run_1/final_placement.png
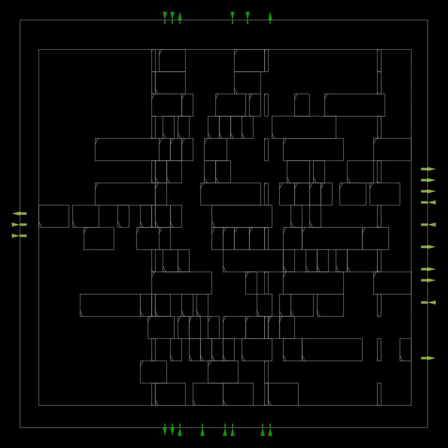
run_1/gate_families.png
The bar under the picture is 10 um long.
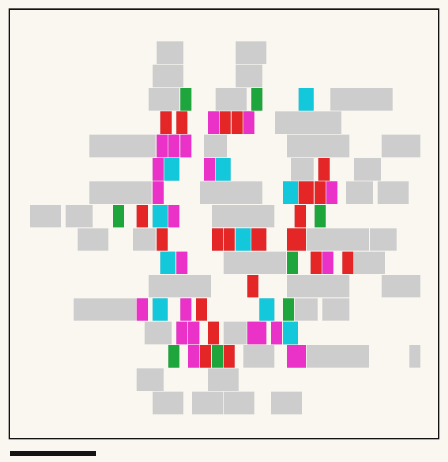
run_1/clock_map.png
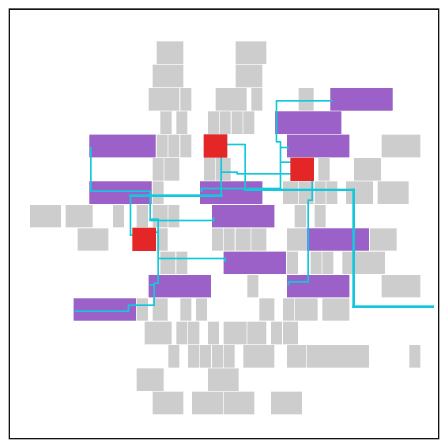
==> config.mk <==
export PLATFORM = sky130hd
export DESIGN_NAME = mem_addr_arbiter
export DESIGN_NICKNAME = d
export VERILOG_FILES = /design/src/rtl/mem_addr_arb_pkg.sv /design/src/rtl/arb_pick.sv /design/src/rtl/mem_addr_arbiter.sv
export SDC_FILE = /design/constraint.sdc
export NUM_CORES = 1
export LEC_CHECK = 0
export ABC_AREA = 1
export CAP_MARGIN = 20
export CORE_MARGIN = 2
export CORE_UTILIZATION = 25
export DETAILED_ROUTE_END_ITERATION = 7
export PLACE_DENSITY = 0.64
export SLEW_MARGIN = 25
export SYNTH_ARGS = -nofsm -noshare
export SYNTH_HDL_FRONTEND = slang
export SYNTH_SLANG_ARGS = --single-unit
==> constraint.sdc <==
create_clock -name clk -period 1.2 [get_ports clk]
set_input_delay 0.12 -clock clk [delete_from_list [all_inputs] [get_ports clk]]
set_output_delay 0.12 -clock clk [all_outputs]
set_load 0.005 [all_outputs]
==> run notes, run 1 <==
Implementation progress

Yosys reports a chip area of 526 sq um. The share of the clock period used by the worst path after layout stands at about 83%. Per the post-CTS timing run, clock transition at the registers of the reported paths is 70 ps.

The number of top-level pins stands at 27. The sum of buffers and inverters on the critical path stands at 1. The warning total across the stage logs stands at 26. In this run, power in flip-flops and latches comes to 447 uW.

Sequential cells burn 50.9% of the power. The leakage power in the latest report is 0.429 nW. The global routing met1 resource utilization stands at 10.6%.

The first detailed-routing pass ran for 4 iterations. In this run the top signal layer used is met4. Across all hold checks on the routed design, the worst slack comes to 461 ps. Looking at the VDD voltage map, the peak drop is 0.442 mV.

The data arrival time reported for the critical path is 870 ps. The fraction of synthesized cell area taken by the top area cell type stands at a little under half. The netlist uses 14 different library cells. The worst setup path is launched from a flop. The wire length after detailed routing stands at 1180 um. The critical path is of the reg2out type. By instance count after routing, the leading logic cell types are nor2_1, nand2_1, clkdlybuf4s50_1, dfxtp_1, dlygate4sd2_1. TritonCTS built the clock tree. For this run, global-route usage on met3 was measured as about 4.8%.

The STA report counts the stages on the worst setup path as 1. The time the final worst path needs with I/O delays and setup stands at 990 ps. The finished cells cover 826 sq um. The via count of the first global-routing pass was ~490. For reference, the placement row count at floorplan is 16. The total via count in the routed design stands at 543. The last timing report of the flow puts the setup violation total at 0.

The number of cell instances after yosys synthesis stands at 76. In the final routing, the length of wire on met1 measures 517 um. In this run the clock root is driven by a clkbuf_4. The deepest clock path buffer count stands at 2.

The number of nets in the layout stands at around 120. The post-detailed-route via-to-cell ratio stands at 4.18. The total clock sinks stands at 12. Per the CTS log, the maximum H-tree level is 1.

Entering global routing, the biggest net connects 13 pins. The worst hold path was traced through 2 stages. The warning tally printed by Yosys for this design is 0.

Setup slack closes at 210 ps. The horizontal die dimension reported for this design is 49.8 um. The reg2reg setup slack stands at 260 ps.

Ranked by total cell area, the synthesized netlist is headed by dfxtp_1, nand2_1, nor2_1. Between clock sinks in the finished design, the worst skew comes to roughly 2.1 ps. The signal on the critical path passes through dlygate4sd2_1. The flow ran to the end, and the final reports show no timing, DRC or antenna violations. The critical path data required time stands at around 1100 ps. In this design, the stage delay of the slowest critical-path cell is 350 ps. The min-delay analysis places its worst path in the category reg2reg. The post-synth tally of flip-flops with integrated enable stands at 0. The per-instance average area after synthesis stands at 6.91 sq um. The largest fanout on the critical path stands at 3.

The post-route total power stands at 880 uW. The flow measured a signed area growth from synthesis to layout of 57.1%. Of the total power, combinational logic draws between 20% and 30%. On the critical path the largest part of the delay comes from flip-flops. The share of total power consumed by net switching stands at about a quarter. Summed over all nets, wire length on met2 after detailed routing comes to 570 um.
## Picture notes: final_placement.png
Core Footprint: 1980 sq um
final design utilization: 41.7%

## Picture notes: gate_families.png
NAND gates -> red  # cells 21, most used nand2_1
NOR gates -> magenta  # cells 20, most used nor2_1
inverters -> green  # cells 8, most used inv_1
inverting AOI/OAI gates -> cyan  # cells 10, most used o21ai_0, where center
non-filler instance count after layout: 130
Comb/total area: 26.4%

## Picture notes: clock_map.png
flip-flops -> purple  # count 12
cells driving clock nets -> red  # count 3
clock wires -> cyan  # length 175 um
routed clock nets = 4
reported clock group power: 241 uW
clock latency reported for the late side of the worst-skew pair: 270 ps
part of the power in the clock network: 27.4%

## run 1: final cells by class
cell class | count | area [sq um]
Timing Repair Buffer | 28 | 279
Fill cell | 217 | 1160
Sequential cell | 12 | 243
Tap cell | 27 | 33.8
Multi-Input combinational cell | 52 | 218
Clock buffer | 3 | 22.5
Inverter | 8 | 30.0
## run 1: what timing repair did
item / in CTS / in global routing
resized: 11 / 2
setup endpoints to repair: 9 / 2
hold buffers: 0 / 0
## run 1: cell families (layout without fill, tap and decap cells)
| kind of cell | after synthesis | count (layout) | share of synthesized area [%] |
|---|---|---|---|
| AOI/OAI and AO/OA | 10 | 10 | 9.52 |
| DFF | 12 | 12 | 45.7 |
| and+or+nand+nor | 41 | 41 | 31.2 |
| buffers and inverters | 12 | 39 | 12.9 |
| other | 1 | 1 | 0.714 |
## Run 2: what changed since run 1
--- a/config.mk
+++ b/config.mk
@@ -10,7 +10,7 @@
 export CORE_MARGIN = 2
 export CORE_UTILIZATION = 25
 export DETAILED_ROUTE_END_ITERATION = 7
-export PLACE_DENSITY = 0.64
+export PLACE_DENSITY = 0.66
 export SLEW_MARGIN = 25
 export SYNTH_ARGS = -nofsm -noshare
 export SYNTH_HDL_FRONTEND = slang
==> constraint.sdc (replaced) <==
create_clock -name clk -period 0.84 [get_ports clk]
set_input_delay 0.084 -clock clk [delete_from_list [all_inputs] [get_ports clk]]
set_output_delay 0.084 -clock clk [all_outputs]
set_load 0.005 [all_outputs]
==> run notes, run 2 <==
Implementation progress

The run finished, with violations left. The final reports fail on setup timing. Clock tree synthesis selected as its root buffer the cell clkbuf_4. The total area of sequential cells stands at 255 sq um (+5.2%). The critical path data required time stands at 1000 ps (-80 ps). The worst slack on hold paths stands at 312 ps (-149 ps). The core utilization of the finished layout was 44.0% (+2.3 points). The warning total across the stage logs came to 28 (+7.7%). The clock network fraction of design power is 32.4% (+5.0 points). The largest fanout on the critical path is 7 (+4).

The share of the clock period used by the worst path after layout stands at 105%. The total clock sinks was 12 (unchanged). The power share of the combinational group stands at 22.3% (+0.6 points).

The area of the placeable core came to 1980 sq um (unchanged). The post-synth tally of flip-flops with integrated enable was 0 (unchanged). The post-route standard cell area excluding fillers was 872 sq um (+5.6%). The register share of total power stands at 45.3% (-5.6 points).

After detailed routing, no signal wire sits above met4. The number of top-level pins was 27 (unchanged). The setup skew after layout stands at 0.607 ps (-1.50 ps). The reg2reg setup slack is -40 ps (-300 ps).

The die width stands at 49.8 um (unchanged). The clock transition at the register clock pins on the worst setup and hold paths after CTS came to 80 ps (about the same). The number of hold buffers added after CTS was 0 (unchanged). The number of warning messages in the yosys log came to 0 (unchanged). The per-instance average area after synthesis was 6.91 sq um (unchanged).

Broken down by cell family, the worst path's largest delay share belongs to flip-flops. The via count of the first global-routing pass is 503 (+3.7%). By area the synthesized netlist is led by dfxtp_1, nand2_1, nor2_1. The maximum level of the CTS H-tree came to 1 (unchanged). The global routing met1 resource utilization stands at 12.3% (+1.7 points). The final worst slack was -43.2 ps (-253 ps).

The total of endpoints with negative setup slack in the final report was 6 (+6). The critical path is of the reg2reg type. The path class of the tightest hold or removal check is in2reg. The total cell area reported by yosys after synthesis is 526 sq um (unchanged). The number of cell instances after yosys synthesis was 76 (unchanged). The clock-net power stands at 460 uW (+91%). The number of cells on the worst hold path stands at 4 (+2).
==> run 2: cell counts after synthesis <==
No cell type changed its count.
==> run 2: repair_timing <==
item / 4_1_cts / 5_1_grt
resized: 60 / 8
pin swaps: 2 / 6
setup endpoints to repair: 20 / 9
buffers inserted: 1 / 0
==> run 2: cells by family (layout without fill, tap and decap cells) <==
family | after synthesis | in the layout | synth area share [%]
compound gates | 10 | 10 | 9.52
simple gates | 41 | 41 | 31.2
other cells | 1 | 1 | 0.714
flops | 12 | 12 | 45.7
buf+inv | 12 | 48 | 12.9
==> run 2: cell type report <==
type / instances / area share (%)
inverters: 8 / 3.44
repair buffers: 36 / 32.4
clock buffers: 4 / 4.16
well taps: 27 / 3.87
flip-flops and latches: 12 / 29.3
multi-input cells: 52 / 26.8
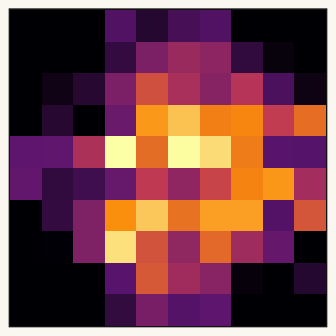
run_2/wire_density.png
The die is cut into 10 by 10 equal tiles; black is low, pale yellow is high, scaled to the fullest tile. Values are wire area over tile area, all layers added.
densest ninth of the die = center
mean over tiles = 0.082
nearly empty tiles = 28%
number of vias after detailed routing: 569
detailed-route wire length per cell: 9.30 um
all-layer global routing usage: 10.6%

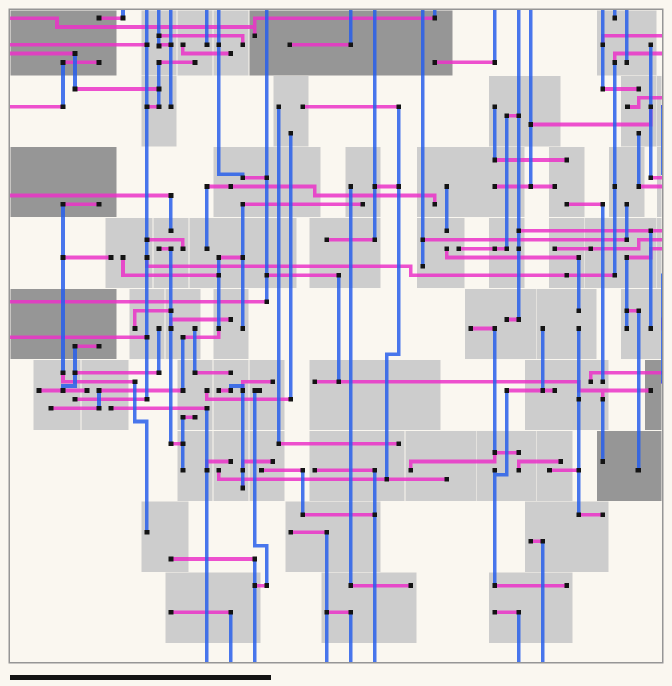
run_2/zoom.png
The bar under the picture is 10 um long. Region (12, 2) to (37, 27) um. Cells in gray, sequential cells in the stronger gray; small squares are vias.
met1 -> magenta
met2 -> blue
sequential cells in the window = 4
most frequent = nand2_1 (9), nor2_1 (8)
cells with their middle in the window = 51

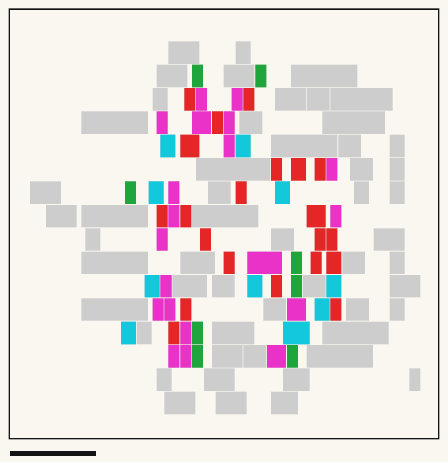
run_2/gate_families.png
The bar under the picture is 10 um long.
inverting AOI/OAI gates -> cyan  # cells 10, most used o21ai_0
NAND gates -> red  # cells 21, most used nand2_1, where center
NOR gates -> magenta  # cells 20, most used nor2_1
inverters -> green  # cells 8, most used inv_1
Comb/total area: 26.8%
non-filler instance count after layout: 139
highest-count logic cell in the final layout: nand2_1

Power figures rest on the tool's default switching activity, not on a simulated workload.
